<file path="config.mk">
export PLATFORM = sky130hd
export DESIGN_NAME = calc_fsm_chain
export DESIGN_NICKNAME = d
export VERILOG_FILES = /design/src/rtl/calc_fsm_chain.sv
export SDC_FILE = /design/constraint.sdc
export NUM_CORES = 1
export LEC_CHECK = 0
export CAP_MARGIN = 10
export CORE_MARGIN = 10
export CORE_UTILIZATION = 47
export CTS_BUF_LIST = sky130_fd_sc_hd__clkbuf_2 sky130_fd_sc_hd__clkbuf_4 sky130_fd_sc_hd__clkbuf_8
export CTS_CLUSTER_DIAMETER = 80
export CTS_CLUSTER_SIZE = 16
export DETAILED_ROUTE_END_ITERATION = 7
export PLACE_DENSITY = 0.81
export SLEW_MARGIN = 30
export SYNTH_ARGS = -nofsm -noshare
export SYNTH_HDL_FRONTEND = slang
export SYNTH_SLANG_ARGS = --single-unit
export TNS_END_PERCENT = 1
</file>
<file path="constraint.sdc">
create_clock -name clk -period 2.17 [get_ports clk]
set_clock_uncertainty 0.2 [all_clocks]
set_input_delay 0.434 -clock clk [delete_from_list [all_inputs] [get_ports clk]]
set_output_delay 0.434 -clock clk [all_outputs]
set_load 0.03 [all_outputs]
</file>
<file path="src/rtl/calc_fsm_chain.sv">
// +----------------------------------------------------------------------------+
// | Module  : calc_fsm_chain                                                   |
// | Brief   : Button-driven operand/opcode sequencer for an external ALU,      |
// |           with undo, result chaining and display selection.                |
// | Rev     : 1.0 - initial release                                            |
// +----------------------------------------------------------------------------+
`default_nettype none
`timescale 1ns/1ps

module calc_fsm_chain #(
    parameter int W   = 16,
    parameter int OPW = 4,
    parameter int RW  = W + 1
) (
    input  logic           clk,
    input  logic           reset,
    input  logic           BTNC,
    input  logic           BTNL,
    input  logic           BTNR,
    input  logic [W-1:0]   SW,
    input  logic [RW-1:0]  resultado,
    input  logic           alu_done,
    output logic [W-1:0]   op_a,
    output logic [W-1:0]   op_b,
    output logic [OPW-1:0] op_code,
    output logic           alu_start,
    output logic [RW-1:0]  salida_display,
    output logic           power_on,
    output logic [2:0]     estado
);

    localparam logic [2:0] c_WAIT_OP1    = 3'd0;
    localparam logic [2:0] c_WAIT_OP2    = 3'd1;
    localparam logic [2:0] c_WAIT_OP     = 3'd2;
    localparam logic [2:0] c_SHOW_RESULT = 3'd3;
    localparam logic [2:0] c_CALC        = 3'd4;

    logic [2:0]     r_state;
    logic [W-1:0]   r_op_a;
    logic [W-1:0]   r_op_b;
    logic [OPW-1:0] r_op_code;
    logic [RW-1:0]  r_res;
    logic           r_alu_start;
    logic           r_btnc_q;
    logic           r_btnl_q;
    logic           r_btnr_q;

    logic           w_c_edge;
    logic           w_l_edge;
    logic           w_r_edge;
    logic           w_c_only;
    logic           w_l_only;
    logic           w_r_only;
    logic [RW-1:0]  w_sw_ext;

    assign w_c_edge = BTNC & ~r_btnc_q;
    assign w_l_edge = BTNL & ~r_btnl_q;
    assign w_r_edge = BTNR & ~r_btnr_q;

    // Any two edges landing in the same cycle cancel each other out.
    assign w_c_only = w_c_edge & ~w_l_edge & ~w_r_edge;
    assign w_l_only = w_l_edge & ~w_c_edge & ~w_r_edge;
    assign w_r_only = w_r_edge & ~w_c_edge & ~w_l_edge;

    assign w_sw_ext = RW'(SW);

    always_ff @(posedge clk) begin
        if (reset) begin
            r_state     <= c_WAIT_OP1;
            r_op_a      <= '0;
            r_op_b      <= '0;
            r_op_code   <= '0;
            r_res       <= '0;
            r_alu_start <= 1'b0;
            // Held buttons must be released before they can produce an edge.
            r_btnc_q    <= 1'b1;
            r_btnl_q    <= 1'b1;
            r_btnr_q    <= 1'b1;
        end else begin
            r_btnc_q    <= BTNC;
            r_btnl_q    <= BTNL;
            r_btnr_q    <= BTNR;
            r_alu_start <= 1'b0;

            case (r_state)
                c_WAIT_OP1: begin
                    if (w_c_only) begin
                        r_op_a  <= SW;
                        r_state <= c_WAIT_OP2;
                    end
                end

                c_WAIT_OP2: begin
                    if (w_c_only) begin
                        r_op_b  <= SW;
                        r_state <= c_WAIT_OP;
                    end else if (w_l_only) begin
                        r_state <= c_WAIT_OP1;
                    end
                end

                c_WAIT_OP: begin
                    if (w_c_only) begin
                        r_op_code   <= SW[OPW-1:0];
                        r_alu_start <= 1'b1;
                        r_state     <= c_CALC;
                    end else if (w_l_only) begin
                        r_state <= c_WAIT_OP2;
                    end
                end

                c_CALC: begin
                    if (alu_done) begin
                        r_res   <= resultado;
                        r_state <= c_SHOW_RESULT;
                    end
                end

                c_SHOW_RESULT: begin
                    if (w_c_only) begin
                        r_state <= c_WAIT_OP1;
                    end else if (w_l_only) begin
                        r_state <= c_WAIT_OP;
                    end else if (w_r_only) begin
                        r_op_a  <= r_res[W-1:0];
                        r_state <= c_WAIT_OP2;
                    end
                end

                default: begin
                    r_state <= c_WAIT_OP1;
                end
            endcase
        end
    end

    always_comb begin
        salida_display = w_sw_ext;
        power_on       = 1'b1;
        case (r_state)
            c_CALC, c_SHOW_RESULT: salida_display = r_res;
            c_WAIT_OP:             power_on       = 1'b0;
            default:               salida_display = w_sw_ext;
        endcase
    end

    assign op_a      = r_op_a;
    assign op_b      = r_op_b;
    assign op_code   = r_op_code;
    assign alu_start = r_alu_start;
    assign estado    = r_state;

endmodule

`default_nettype wire
</file>
==> run_results.csv, run 1 <==
group,metric,value,unit
synth,synthArstFlopShare,0,%
global_route,use_met2,25.7,%
synth,ys_sh_mux,21.4,%
critical_path,cp-startpoint,"estado[1]",
synth,ys_seq_share,43.2,%
global_route,grt_usage,16.4,%
die,dieWidth,96.9,microns
cells_and_area,postLayoutCellArea,4130,sq um
critical_path,required,1540,ps
critical_path,arrival,1680,ps
clock_tree,cts.sinks,60,
die,core_area,5610,sq um
synth,synthTopCellsByCount,"60 x dfxtp_1, 38 x nor2_1, 37 x mux2i_1",
routing,post-route-drc-count,0,
die,rows,27,
cells_and_area,area.growth.synth_to_final,48.7,%
final_timing,slew_violations,0,
routing,drt-met1-wl,3440,microns
pwr,leakagePower,1.86,nW
final_timing,hold_violations,0,
critical_path,endpoint_kind,"output pin",
synth,ys_warn_count,0,
synth,top_area_share,43.2,%
final_timing,worst_slack,-144,ps
global_route,grt_pass1_wl,12800,microns
critical_path,critical-path-top-delay-family,"buffers and inverters",
hold_path,worstHoldStart,"r_res[1]",
global_route,grtUsageMet3,7.17,%
cells_and_area,signal_buffers,128,
cells_and_area,dominant_cells,"logic gates",
hold_path,hold_end,"r_res[1]",
cells_and_area,inv_count,1,
synth,synthFlopType,"dfxtp_1",
synth,synthMostInstantiatedCell,"dfxtp_1",
cells_and_area,nFlopsAndLatches,60,
final_timing,setup_tns,-1410,ps
cells_and_area,regMostFlops,"r_res",
synth,synth-edff-count,0,
clock_tree,cts.htree.levels,3,
pwr,switching_share,24.9,%
status,status,"complete, but fails checks",
routing,routed_wl,7820,microns
die,fp_util,49.5,%
critical_path,path_max_fanout,4,
critical_path,critical_path_depth,7,
pwr,power_density,577,nW/um^2
cells_and_area,drive_above_1_share,28.6,%
placed_design,place.port_buffers,96,
pwr,combinationalPower,0.358,mW
synth,syn_inst,281,
synth,netlist_area,2780,sq um
placed_design,dp_hpwl,5830,microns
cells_and_area,clkbuf_count,13,
placed_design,post-place-ws,-200,ps
flow_run,warnings,28,
critical_path,crit_chain,"nor2_4 -> nand2_2 -> and2_4 -> buf_6 -> buf_6 -> mux2_4 -> buf_6",
final_timing,setup_violations,16,
cells_and_area,logic_gate_count,198,
global_route,grt_max_degree,46,
critical_path,start_kind,"register",
routing,vias_per_cell,5.12,
final_timing,fmax,432,MHz
synth,ys_cells,281,
cells_and_area,nets,437,
routing,ant_nets,0,
final_timing,rsz0062_at_grt,"yes",
synth,synth_xor_xnor_area_share,0.315,%
critical_path,slowest_delay,360,ps
hold_path,hold_depth,2,
pwr,clkPwrFrac,37.6,%
clock_tree,cts_buffers,9,
synth,top_cells_by_area,"dfxtp_1 43%, mux2i_1 13%, a211oi_2 6.3%",
flow_run,drv_cap,0,
cells_and_area,n_antenna_cell,0,
routing,drt-initial-drc-count,87,
synth,aoi_share,13.2,%
routing,topRoutingLayerUsed,"met4",
status,violations,"negative setup slack",
critical_path,r2r-start,"estado[1]",
hold_path,holdCritPathClass,"register to register",
synth,logic_family,"multiplexers",
pwr,maxPowerGroup,"sequential cells",
die,dieArea,9380,sq um
critical_path,critPathKind,"register to output pin",
pwr,vdd_drop_max,0.389,mV
clock_tree,hold_buffers,0,
synth,synth-adder-area-share,0,%
cells_and_area,final-comb-area,1450,sq um
critical_path,setup.worst_path.end,"salida_display[7]",
critical_path,ff2ff_path_depth,8,
routing,dr.pass1.iters,4,
synth,synth_nets,320,
synth,largest_area_cell,"dfxtp_1",
clock_tree,post_cts.repair.setup_buffers,1,
pwr,seq_power_share,47.4,%
global_route,overflow,0,
die,io_pins,97,
pwr,p_int,1.79,mW
routing,met3WireLength,653,microns
synth,synth_area_per_cell,9.88,sq um
cells_and_area,clock_area_share,4.27,%
critical_path,worst-path-buf-inv,3,
critical_path,r2r_end,"op_a[5]",
synth,ys_ff,60,
final_timing,min_period,2310,ps
pwr,p_seq,1.13,mW
critical_path,cp_common_cell,"buf_6",
placed_design,gp_congestion,0.838,
die,taps,72,
cells_and_area,post-route-util,73.7,%
clock_tree,clk_path_buf_depth,2,
final_timing,timing.final.crit_share,107,%
critical_path,r2r_slack,300,ps
placed_design,dp_cells,458,
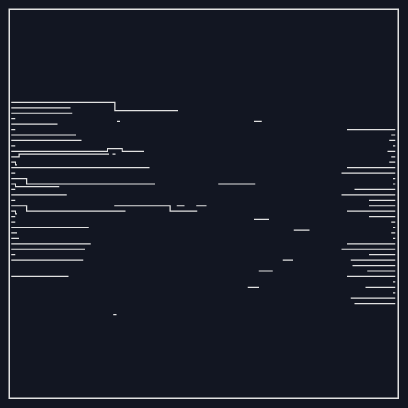
Fig. 1. Metal 3 (run 1).
Scale: 4 px per micron.
The wires run mostly horizontal. The layer carries 653 microns of wire. The longest straight run is 34.3 microns. 67 nets have wire on it.

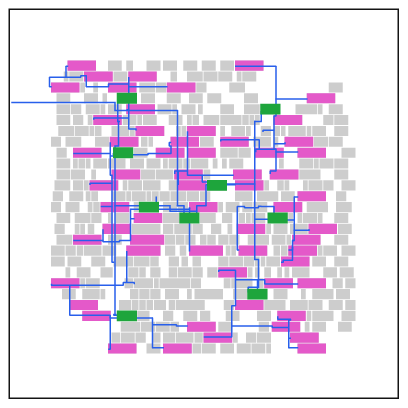
Fig. 2. Routed clock nets over the placement (run 1).
Scale: 4 px per micron.
Magenta is flip-flops, count 60. Blue is clock wires, length 757 microns. Green is cells driving clock nets, count 9.
There are 10 routed clock nets.

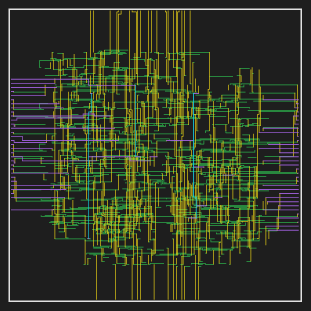
Fig. 3. Signal wires by layer (run 1).
Scale: 3 px per micron.
Cyan is met4, wire length 115 microns. Green is met1, wire length 3,440 microns. Purple is met3, wire length 653 microns. Yellow is met2, wire length 3,610 microns.

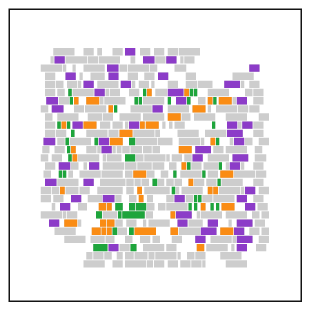
Fig. 4. Logic cells by family (run 1).
Scale: 3 px per micron.
Purple is multiplexers, cells 54. Green is NAND gates, cells 47. Orange is inverting AOI/OAI gates, cells 43.

Fig. 5: run 1, clock routing
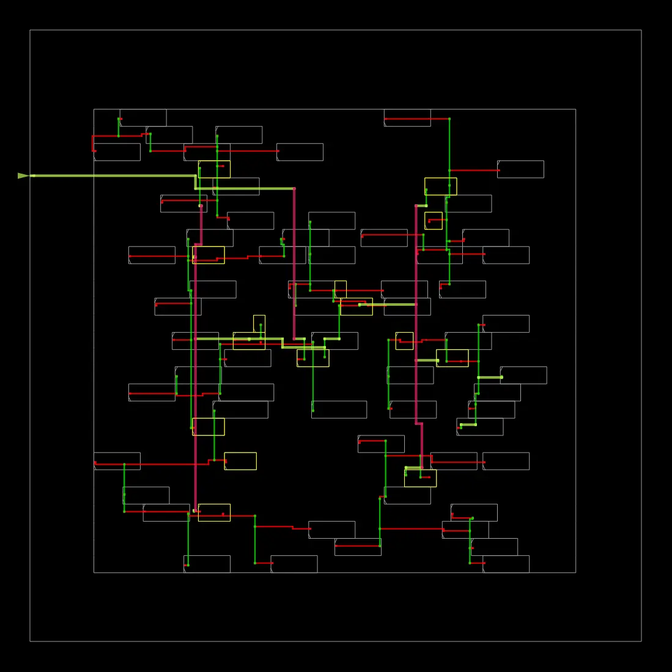

## Run 2: what changed since run 1
Settings changed: CORE_UTILIZATION 47 to 40, PLACE_DENSITY 0.81 to 0.73.
Clock period 2.17 ns to 1.9 ns, I/O delays scaled along.
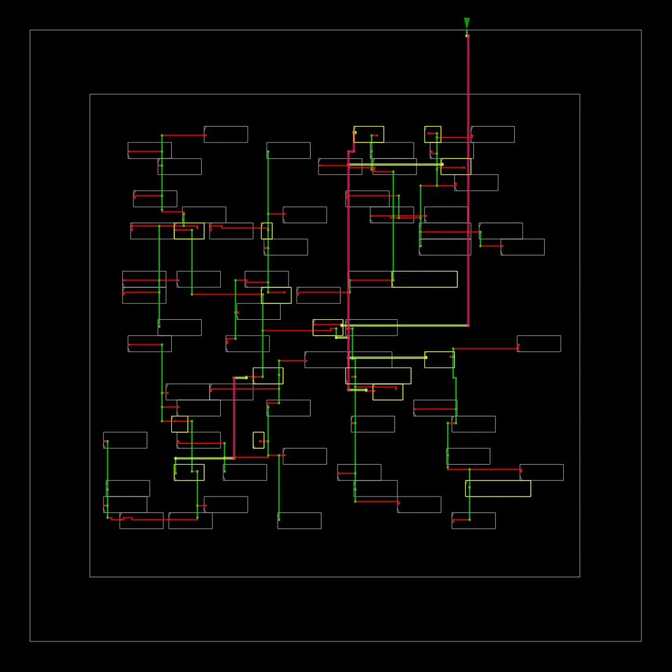
Fig. 6. Clock routing (run 2).
Clock Sinks: 60
Flop Count: 60
clk pwr: 1.39 mW
clk latency late pin: 330 ps

==> run 2 against run 1 <==
- the flow still finishes with violations (negative setup slack)
- sequential power up about 10%
- routed wire length is 8.5% higher
- register-to-register slack got worse by 250 ps
- global-route usage fell by 0.064 points
- combinational power increased by about 20%
- hold slack worse by 120 ps
- die size grew 14%
- clock power up 55%
- critical path depth decreased by 1
- final area up 5.2%
- synthesized cell count unchanged
- setup slack worse by 260 ps
- largest power group is now the clock network
- highest routed layer unchanged
==> run_results.csv, run 2 <==
group,metric,value,unit
status,status,"complete, but fails checks",
status,violations,"negative setup slack",
global_route,grt_pass1_wl,13400,microns
cells_and_area,clock_area_share,5.50,%
pwr,power_density,714,nW/um^2
placed_design,dp_cells,476,
pwr,p_int,2.39,mW
die,core_area,6760,sq um
synth,synth_area_per_cell,9.88,sq um
critical_path,slowest_delay,360,ps
synth,top_area_share,43.2,%
final_timing,fmax,435,MHz
routing,post-route-drc-count,0,
clock_tree,cts_buffers,9,
critical_path,r2r_end,"estado[1]",
cells_and_area,post-route-util,64.4,%
clock_tree,hold_buffers,0,
cells_and_area,final-comb-area,1510,sq um
global_route,grtUsageMet3,4.78,%
critical_path,worst-path-buf-inv,2,
cells_and_area,regMostFlops,"r_res",
pwr,p_seq,1.29,mW
final_timing,setup_violations,17,
routing,dr.pass1.iters,4,
final_timing,hold_violations,0,
critical_path,setup.worst_path.end,"salida_display[4]",
routing,met3WireLength,405,microns
pwr,leakagePower,2.13,nW
synth,ys_cells,281,
critical_path,r2r_slack,50,ps
final_timing,rsz0062_at_grt,"yes",
final_timing,worst_slack,-401,ps
cells_and_area,inv_count,1,
die,rows,30,
flow_run,drv_cap,0,
critical_path,crit_chain,"nor2_4 -> nand2_2 -> and2_4 -> buf_8 -> mux2_4 -> buf_6",
critical_path,required,1320,ps
pwr,vdd_drop_max,0.394,mV
pwr,seq_power_share,41.5,%
global_route,overflow,0,
cells_and_area,dominant_cells,"logic gates",
die,fp_util,41.1,%
critical_path,endpoint_kind,"output pin",
critical_path,cp-startpoint,"estado[1]",
cells_and_area,nets,450,
synth,synth-edff-count,0,
synth,ys_warn_count,0,
pwr,switching_share,23.2,%
synth,synthTopCellsByCount,"60 x dfxtp_1, 38 x nor2_1, 37 x mux2i_1",
final_timing,min_period,2300,ps
flow_run,warnings,29,
synth,logic_family,"multiplexers",
hold_path,hold_end,"r_btnl_q",
die,io_pins,97,
synth,netlist_area,2780,sq um
hold_path,hold_depth,2,
critical_path,path_max_fanout,7,
die,dieWidth,103,microns
pwr,clkPwrFrac,44.7,%
final_timing,slew_violations,0,
final_timing,setup_tns,-6130,ps
placed_design,place.port_buffers,96,
critical_path,ff2ff_path_depth,7,
pwr,maxPowerGroup,"the clock network",
synth,synth_xor_xnor_area_share,0.315,%
clock_tree,clk_path_buf_depth,2,
Fig. 7: run 2, signal wires by layer
Scale: 3 px per micron.
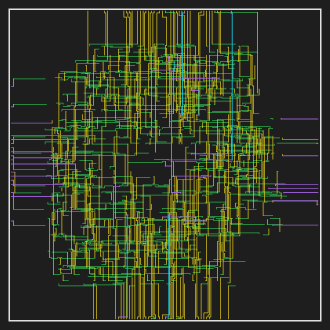

## Run 3: what changed since run 2
Settings changed: CORE_UTILIZATION 40 to 42, PLACE_DENSITY 0.73 to 0.78.
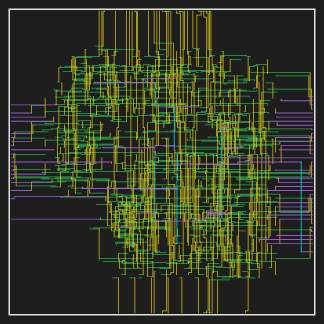
Fig. 8. Signal wires by layer (run 3).
Scale: 3 px per micron.
Cyan is met4, wire length 134 microns. Yellow is met2, wire length 4,330 microns. Green is met1, wire length 3,680 microns. Purple is met3, wire length 724 microns.

==> run 3 against run 2 <==
- the flow still finishes with violations (negative setup slack)
- register-to-register slack got worse by 30 ps
- global-route usage up 0.22 points
- first-iteration DRC count increased by 87%
- combinational power up 4%
- critical path depth is the same
- final area is 1.6% higher
- synthesized cell count did not move
- largest cell class unchanged
- via count grew 1.8%
- critical path type unchanged
- core utilization is 4.8 points higher
==> run_results.csv, run 3 <==
group,metric,value,unit
status,status,"complete, but fails checks",
status,violations,"negative setup slack",
global_route,overflow,0,
die,core_area,6390,sq um
flow_run,drv_cap,0,
pwr,seq_power_share,40.1,%
hold_path,worstHoldStart,"reset",
critical_path,path_max_fanout,8,
cells_and_area,postLayoutCellArea,4420,sq um
synth,synthFlopType,"dfxtp_1",
placed_design,post-place-ws,-413,ps
clock_tree,clk_path_buf_depth,2,
clock_tree,cts.sinks,60,
pwr,vdd_drop_max,0.502,mV
flow_run,warnings,29,
cells_and_area,dominant_cells,"logic gates",
synth,largest_area_cell,"dfxtp_1",
clock_tree,post_cts.repair.setup_buffers,6,
synth,ys_seq_share,43.2,%
cells_and_area,logic_gate_count,198,
synth,ys_warn_count,0,
die,io_pins,97,
cells_and_area,drive_above_1_share,33.0,%
routing,ant_nets,0,
critical_path,r2r_end,"op_a[13]",
global_route,grt_max_degree,37,
routing,topRoutingLayerUsed,"met4",
synth,synth-edff-count,0,
hold_path,holdCritPathClass,"primary input to register",
final_timing,setup_tns,-5290,ps
synth,synthMostInstantiatedCell,"dfxtp_1",
final_timing,holdWs,219,ps
critical_path,cpMaxStageDelayCell,"dfxtp_4",
final_timing,min_period,2220,ps
final_timing,worst_slack,-318,ps
clock_tree,clock_latency,340,ps
global_route,use_met2,28.0,%
placed_design,gp_congestion,0.751,
critical_path,slowest_delay,360,ps
pwr,switching_share,23.7,%
pwr,leakagePower,2.18,nW
routing,drt-met1-wl,3680,microns
die,fp_util,43.5,%
synth,top_cells_by_area,"dfxtp_1 43%, mux2i_1 13%, a211oi_2 6.3%",
clock_tree,cts.htree.levels,3,
global_route,grtUsageMet3,7.01,%
critical_path,endpoint_kind,"output pin",
routing,routed_wl,8860,microns
pwr,maxPowerGroup,"the clock network",
die,taps,77,
routing,vias_per_cell,5.09,
final_timing,fmax,451,MHz
critical_path,crit_chain,"inv_2 -> nand3_2 -> and2_4 -> buf_12 -> mux2_4 -> buf_6",
synth,synthArstFlopShare,0,%
critical_path,critical-path-top-delay-family,"flip-flops",
die,rows,29,
critical_path,r2r_slack,20,ps
final_timing,setup_violations,20,
cells_and_area,regMostFlops,"r_res",
final_timing,slew_violations,0,
placed_design,dp_cells,475,
synth,synth_nets,320,
synth,synthTopCellsByCount,"60 x dfxtp_1, 38 x nor2_1, 37 x mux2i_1",
final_timing,timing.final.crit_share,117,%
cells_and_area,n_antenna_cell,0,
pwr,clkPwrFrac,46.1,%
synth,ys_ff,60,
critical_path,setup.worst_path.end,"salida_display[0]",
cells_and_area,nets,455,
final_timing,relSlewSlack,75.7,%
pwr,p_seq,1.29,mW
synth,ys_sh_mux,21.4,%
die,dieWidth,101,microns
synth,logic_family,"multiplexers",
cells_and_area,clock_area_share,5.81,%
die,dieArea,10300,sq um
synth,synth_area_per_cell,9.88,sq um
critical_path,worst-path-buf-inv,3,
critical_path,r2r-start,"estado[0]",
die,die_h,101,microns
routing,dr.pass1.iters,4,
synth,netlist_area,2780,sq um
synth,syn_inst,281,
pwr,power_density,727,nW/um^2
routing,avgRoutedWirePerCell,17.8,microns
critical_path,ff2ff_path_depth,8,
pwr,p_int,2.45,mW
global_route,grt_usage,16.5,%
synth,ys_cells,281,
synth,synth_xor_xnor_area_share,0.315,%
pwr,combinationalPower,0.443,mW
global_route,grt_pass1_wl,13400,microns
critical_path,critical_path_depth,6,
routing,post-route-drc-count,0,
final_timing,rsz0062_at_grt,"yes",
routing,met3WireLength,724,microns
critical_path,arrival,1640,ps
synth,ys_sh_simple,16.5,%
cells_and_area,area.growth.synth_to_final,59.1,%
cells_and_area,post-route-util,69.2,%
hold_path,hold_end,"op_b[9]",
hold_path,hold_depth,2,
critical_path,cp-startpoint,"estado[2]",
final_timing,hold_violations,0,
synth,aoi_share,13.2,%
placed_design,dp_hpwl,6110,microns
cells_and_area,nFlopsAndLatches,60,
clock_tree,cts_buffers,9,
cells_and_area,signal_buffers,146,
synth,top_area_share,43.2,%
pwr,p_clk,1.48,mW
cells_and_area,inv_count,1,
critical_path,critPathKind,"register to output pin",
critical_path,required,1320,ps
clock_tree,hold_buffers,0,
cells_and_area,final-comb-area,1480,sq um
routing,drt-initial-drc-count,129,
Power and IR drop assume default switching activity.
